===== config.mk =====
export PLATFORM = sky130hd
export DESIGN_NAME = mem_port_arbiter
export DESIGN_NICKNAME = d
export VERILOG_FILES = /design/src/rtl/mem_port_arbiter.sv
export SDC_FILE = /design/constraint.sdc
export NUM_CORES = 1
export LEC_CHECK = 0
export ABC_AREA = 1
export CORE_AREA = 2 2 189 191
export DETAILED_ROUTE_END_ITERATION = 10
export DIE_AREA = 0 0 191 193
export PLACE_DENSITY = 0.59
export REMOVE_ABC_BUFFERS = 1
export SYNTH_ARGS = -nofsm -noshare
export SYNTH_HDL_FRONTEND = slang
export SYNTH_SLANG_ARGS = --single-unit

===== constraint.sdc =====
create_clock -name i_clk -period 3.2 [get_ports i_clk]
set_input_delay 0.48 -clock i_clk [delete_from_list [all_inputs] [get_ports i_clk]]
set_output_delay 0.48 -clock i_clk [all_outputs]
set_load 0.01 [all_outputs]

===== src/rtl/mem_port_arbiter.sv =====
// Round-robin share of one memory port between instruction fetch and load/store, one access in flight.
// Grant->m_req 1 cycle, m_ack->ack 1 cycle (3 cycles min); losers wait with stall high; m_ack wait bounded by TIMEOUT.
module mem_port_arbiter #(
  parameter int ADDR_W  = 64,
  parameter int DATA_W  = 64,
  parameter int INSN_W  = 32,
  parameter int TIMEOUT = 255,
  parameter int CNT_W   = 8
) (
  input  logic              i_clk,
  input  logic              i_rst,
  input  logic              i_if_req,
  input  logic [ADDR_W-1:0] i_if_addr,
  output logic              o_if_ack,
  output logic [INSN_W-1:0] o_if_rdata,
  input  logic              i_d_req,
  input  logic              i_d_we,
  input  logic [ADDR_W-1:0] i_d_addr,
  input  logic [DATA_W-1:0] i_d_wdata,
  output logic              o_d_ack,
  output logic [DATA_W-1:0] o_d_rdata,
  output logic              o_m_req,
  output logic              o_m_we,
  output logic [ADDR_W-1:0] o_m_addr,
  output logic [DATA_W-1:0] o_m_wdata,
  input  logic [DATA_W-1:0] i_m_rdata,
  input  logic              i_m_ack,
  output logic              o_stall,
  output logic              o_timeout_err
);

  typedef enum logic [1:0] {IDLE, BUS_I, BUS_D, RESP} state_t;

  localparam logic GNT_I = 1'b0;
  localparam logic GNT_D = 1'b1;

  state_t            r_state;
  logic              r_last;
  logic [CNT_W-1:0]  r_cnt;
  logic              r_m_req;
  logic              r_m_we;
  logic [ADDR_W-1:0] r_m_addr;
  logic [DATA_W-1:0] r_m_wdata;
  logic              r_if_ack;
  logic              r_d_ack;
  logic [INSN_W-1:0] r_if_rdata;
  logic [DATA_W-1:0] r_d_rdata;
  logic              r_timeout_err;

  logic              w_gnt_d;
  logic              w_tmo;
  logic              w_fin;
  logic [DATA_W-1:0] w_cap;

  // On a tie the port that did not win last time goes first.
  assign w_gnt_d = i_d_req & (~i_if_req | (r_last == GNT_I));
  assign w_tmo   = (TIMEOUT != 0) && (r_cnt == CNT_W'(TIMEOUT - 1)) && !i_m_ack;
  assign w_fin   = i_m_ack | w_tmo;
  assign w_cap   = i_m_ack ? i_m_rdata : '0;

  always_ff @(posedge i_clk or negedge i_rst) begin
    if (!i_rst) begin
      r_state       <= IDLE;
      r_last        <= GNT_I;
      r_cnt         <= '0;
      r_m_req       <= 1'b0;
      r_m_we        <= 1'b0;
      r_m_addr      <= '0;
      r_m_wdata     <= '0;
      r_if_ack      <= 1'b0;
      r_d_ack       <= 1'b0;
      r_if_rdata    <= '0;
      r_d_rdata     <= '0;
      r_timeout_err <= 1'b0;
    end else begin
      case (r_state)
        IDLE: begin
          if (i_if_req | i_d_req) begin
            r_last    <= w_gnt_d;
            r_cnt     <= '0;
            r_m_req   <= 1'b1;
            r_m_addr  <= w_gnt_d ? i_d_addr : i_if_addr;
            r_m_we    <= w_gnt_d & i_d_we;
            r_m_wdata <= w_gnt_d ? i_d_wdata : '0;
            r_state   <= w_gnt_d ? BUS_D : BUS_I;
          end
        end
        BUS_I, BUS_D: begin
          if (w_fin) begin
            r_m_req <= 1'b0;
            r_state <= RESP;
            if (w_tmo) r_timeout_err <= 1'b1;
            if (r_state == BUS_D) begin
              r_d_ack   <= 1'b1;
              r_d_rdata <= r_m_we ? '0 : w_cap;
            end else begin
              r_if_ack   <= 1'b1;
              // Word-aligned fetch: address bit 2 picks the half of the bus word.
              r_if_rdata <= r_m_addr[2] ? w_cap[INSN_W +: INSN_W] : w_cap[0 +: INSN_W];
            end
          end else begin
            r_cnt <= r_cnt + CNT_W'(1);
          end
        end
        RESP: begin
          r_if_ack <= 1'b0;
          r_d_ack  <= 1'b0;
          r_state  <= IDLE;
        end
        default: r_state <= IDLE;
      endcase
    end
  end

  assign o_if_ack      = r_if_ack;
  assign o_if_rdata    = r_if_rdata;
  assign o_d_ack       = r_d_ack;
  assign o_d_rdata     = r_d_rdata;
  assign o_m_req       = r_m_req;
  assign o_m_we        = r_m_we;
  assign o_m_addr      = r_m_addr;
  assign o_m_wdata     = r_m_wdata;
  assign o_timeout_err = r_timeout_err;
  assign o_stall       = i_rst & ((i_if_req & ~r_if_ack) | (i_d_req & ~r_d_ack));

endmodule

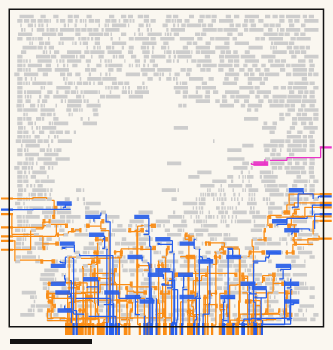
(images/io_fan.png)
The bar under the picture is 50 um long.
[o_m_req] magenta | bits: 1 | direction: output | edge: right | end cells: 1 | buffers: 1 | wire: 54.2 um
[i_m_rdata] orange | bits: 64 | direction: input | edge: 52 bottom, 6 right, 6 left | end cells: 128 | buffers: 64 | wire: 2950 um
[o_if_rdata] blue | bits: 32 | direction: output | edge: 28 bottom, 3 right, 1 left | end cells: 32 | buffers: 32 | wire: 1520 um
Boundary Pins: 492
Port Buffer Count: 491

==> summary.txt <==
Implementation results are summarized by area below.

Place
At the placement stage, the worst setup path has a slack of 0.727 ns. The post-detailed-placement cell area is 15800 um2.

Worst setup path
Across all register-to-register paths, the minimum setup slack is 1.05 ns. In this design, the stage delay of the slowest critical-path cell is 0.57 ns. For this design, the slowest cell found on the critical path is dlygate4sd3_1.

Global route
The initial antenna violation count is 1. The maximum number of pins on one net before global-route repair is 129.

Run status
The run finished with clean final reports.

Detailed routing
The detailed router reported a total wirelength of 38000 um. The pre-antenna-repair detailed-routing pass consisted of 5 iterations.

Floorplanning
The initial cell density of the core is 30.5%. In this run the core area contains 69 standard-cell rows.

Synthesis
The post-synth count of flops with an enable pin is 0. Counting the warning lines in the Yosys log gives 0. The synthesized instance count is 1120. Grouping non-sequential cells by family puts the most area in AND-OR/OR-AND gates.

Finish
The final-stage net count is 1834.

Timing
Setup total negative slack on the finished layout was measured at 0 ns. Per the final timing report, the hold violations number 0. The fmax is 0.386 GHz.

CTS
The total number of H-tree levels is 1. The clock transition at the register clock pins on the worst setup and hold paths after CTS is 0.06 ns.

Hold path
The number of stages on the worst hold path is 4.
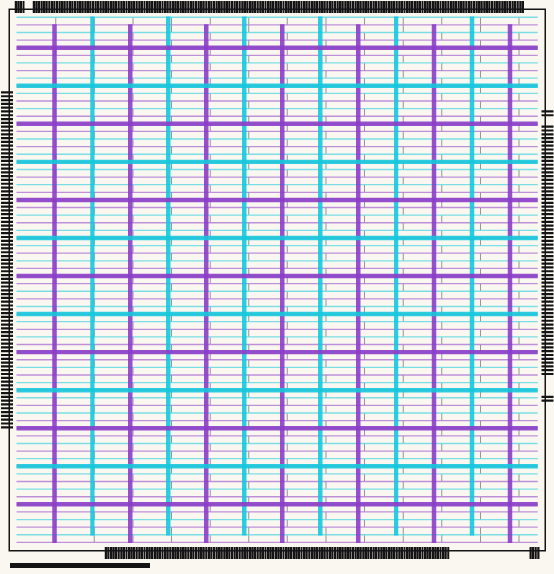
(images/power_grid.png)
The bar under the picture is 50 um long. Pins as bars on the die edge. Tap cells in grey.
[VDD] cyan
[VSS] purple
tap cells: 461
rows: 69
VDD IR-drop max: 0.436 mV
vertical die dimension: 193 um
core region area: 35000 um2
Die Width: 191 um

-- how the worst max path moves through the flow --
stage	from	end	cells after the start
finish	i_rst	o_stall	4
global route	i_rst	o_stall	4
CTS	i_rst	o_stall	4
detailed placement	i_if_req	o_stall	5
global placement	i_if_req	o_stall	5
floorplan	i_d_req	o_m_addr[24]	4
-- kinds of logic (layout without fill, tap and decap cells) --
kind of cell             after synthesis  in the layout
AND/OR/NAND/NOR                      426            426
AND-OR/OR-AND                        337            337
flip-flops                           240            240
buffers and inverters                110            574
adder cells (fa/ha/maj)                5              5
XOR/XNOR                               2              2
other                                  0              2
-- layout make-up --
cell class | instances | area (um2) | share of cell area [%]
Multi-Input combinational cell | 770 | 4070 | 24.2
Clock buffer | 43 | 868 | 5.17
Tap cell | 461 | 577 | 3.44
Antenna cell | 2 | 5.00 | 0.0298
Timing Repair Buffer | 507 | 5130 | 30.6
Inverter | 19 | 71.3 | 0.425
Clock inverter | 5 | 57.6 | 0.343
Sequential cell | 240 | 6010 | 35.8
-- power by group --
group	total (mW)	switching [mW]	internal (mW)	leakage, nW
registers	5.42	0.911	4.50	3.09
logic	7.82	3.87	3.94	3.59
clock network	3.22	1.29	1.93	0.459
total	16.5	6.07	10.4	7.15
-- flip-flops by register name, indices dropped and copies added, names as in the netlist, 2 cells and up --
| name | flops |
|---|---|
| r_cnt | 8 |
| r_state | 2 |
| o_m_addr | 64 |
| o_m_wdata | 64 |
| o_d_rdata | 64 |
| o_if_rdata | 32 |
-- cells in the final DEF (no fill, tap or decap), types with 2 or more instances in the layout --
master | Yosys | layout
clkbuf_1 | 38 | 5
nand3_1 | 71 | 71
a31oi_1 | 32 | 32
nand2_2 | 3 | 3
o21ai_1 | 70 | 70
clkbuf_8 | 0 | 9
a21oi_1 | 3 | 3
o21ai_0 | 98 | 98
inv_1 | 17 | 15
o21bai_1 | 3 | 3
clkinv_2 | 0 | 2
nor2_1 | 106 | 106
buf_4 | 2 | 9
ha_1 | 5 | 5
nand2_1 | 239 | 239
clkdlybuf4s50_1 | 0 | 489
clkbuf_16 | 0 | 29
o21ai_2 | 65 | 64
a22o_1 | 64 | 64
nand3_4 | 2 | 2
diode_2 | 0 | 2
inv_2 | 2 | 3
buf_12 | 7 | 7
dfrtp_1 | 240 | 239
nor2_4 | 1 | 2
-- routing by layer --
layer	vias up	part of all wire [%]	GRT usage (%)
li1	4717	-	-
met1	4663	43	26.2
met2	262	49	31.7
met3	54	5.7	3.91
met4	0	2.4	5.40
met5	-	0	0
-- stage by stage --
stage / hold slack (ns) / cells
3_5_place_dp: 0.402 / 1996
6_report: 0.300 / 2047
5_1_grt: 0.305 / 2046
4_1_cts: 0.280 / 2045
2_1_floorplan: 0.184 / 1029
3_3_place_gp: 0.410 / 1996
-- critical path: cells and delay by family --
| kind | cells | cell delay (ns) |
|---|---|---|
| buf+inv | 3 | 1.42 |
| simple gates | 1 | 0.18 |
-- timing repair --
item	CTS	global route
setup buffers	0	0
hold endpoints to repair	44	0
hold buffers	1	0
gates resized	0	0
No activity file was given, so power comes from the tool's default toggle rates.
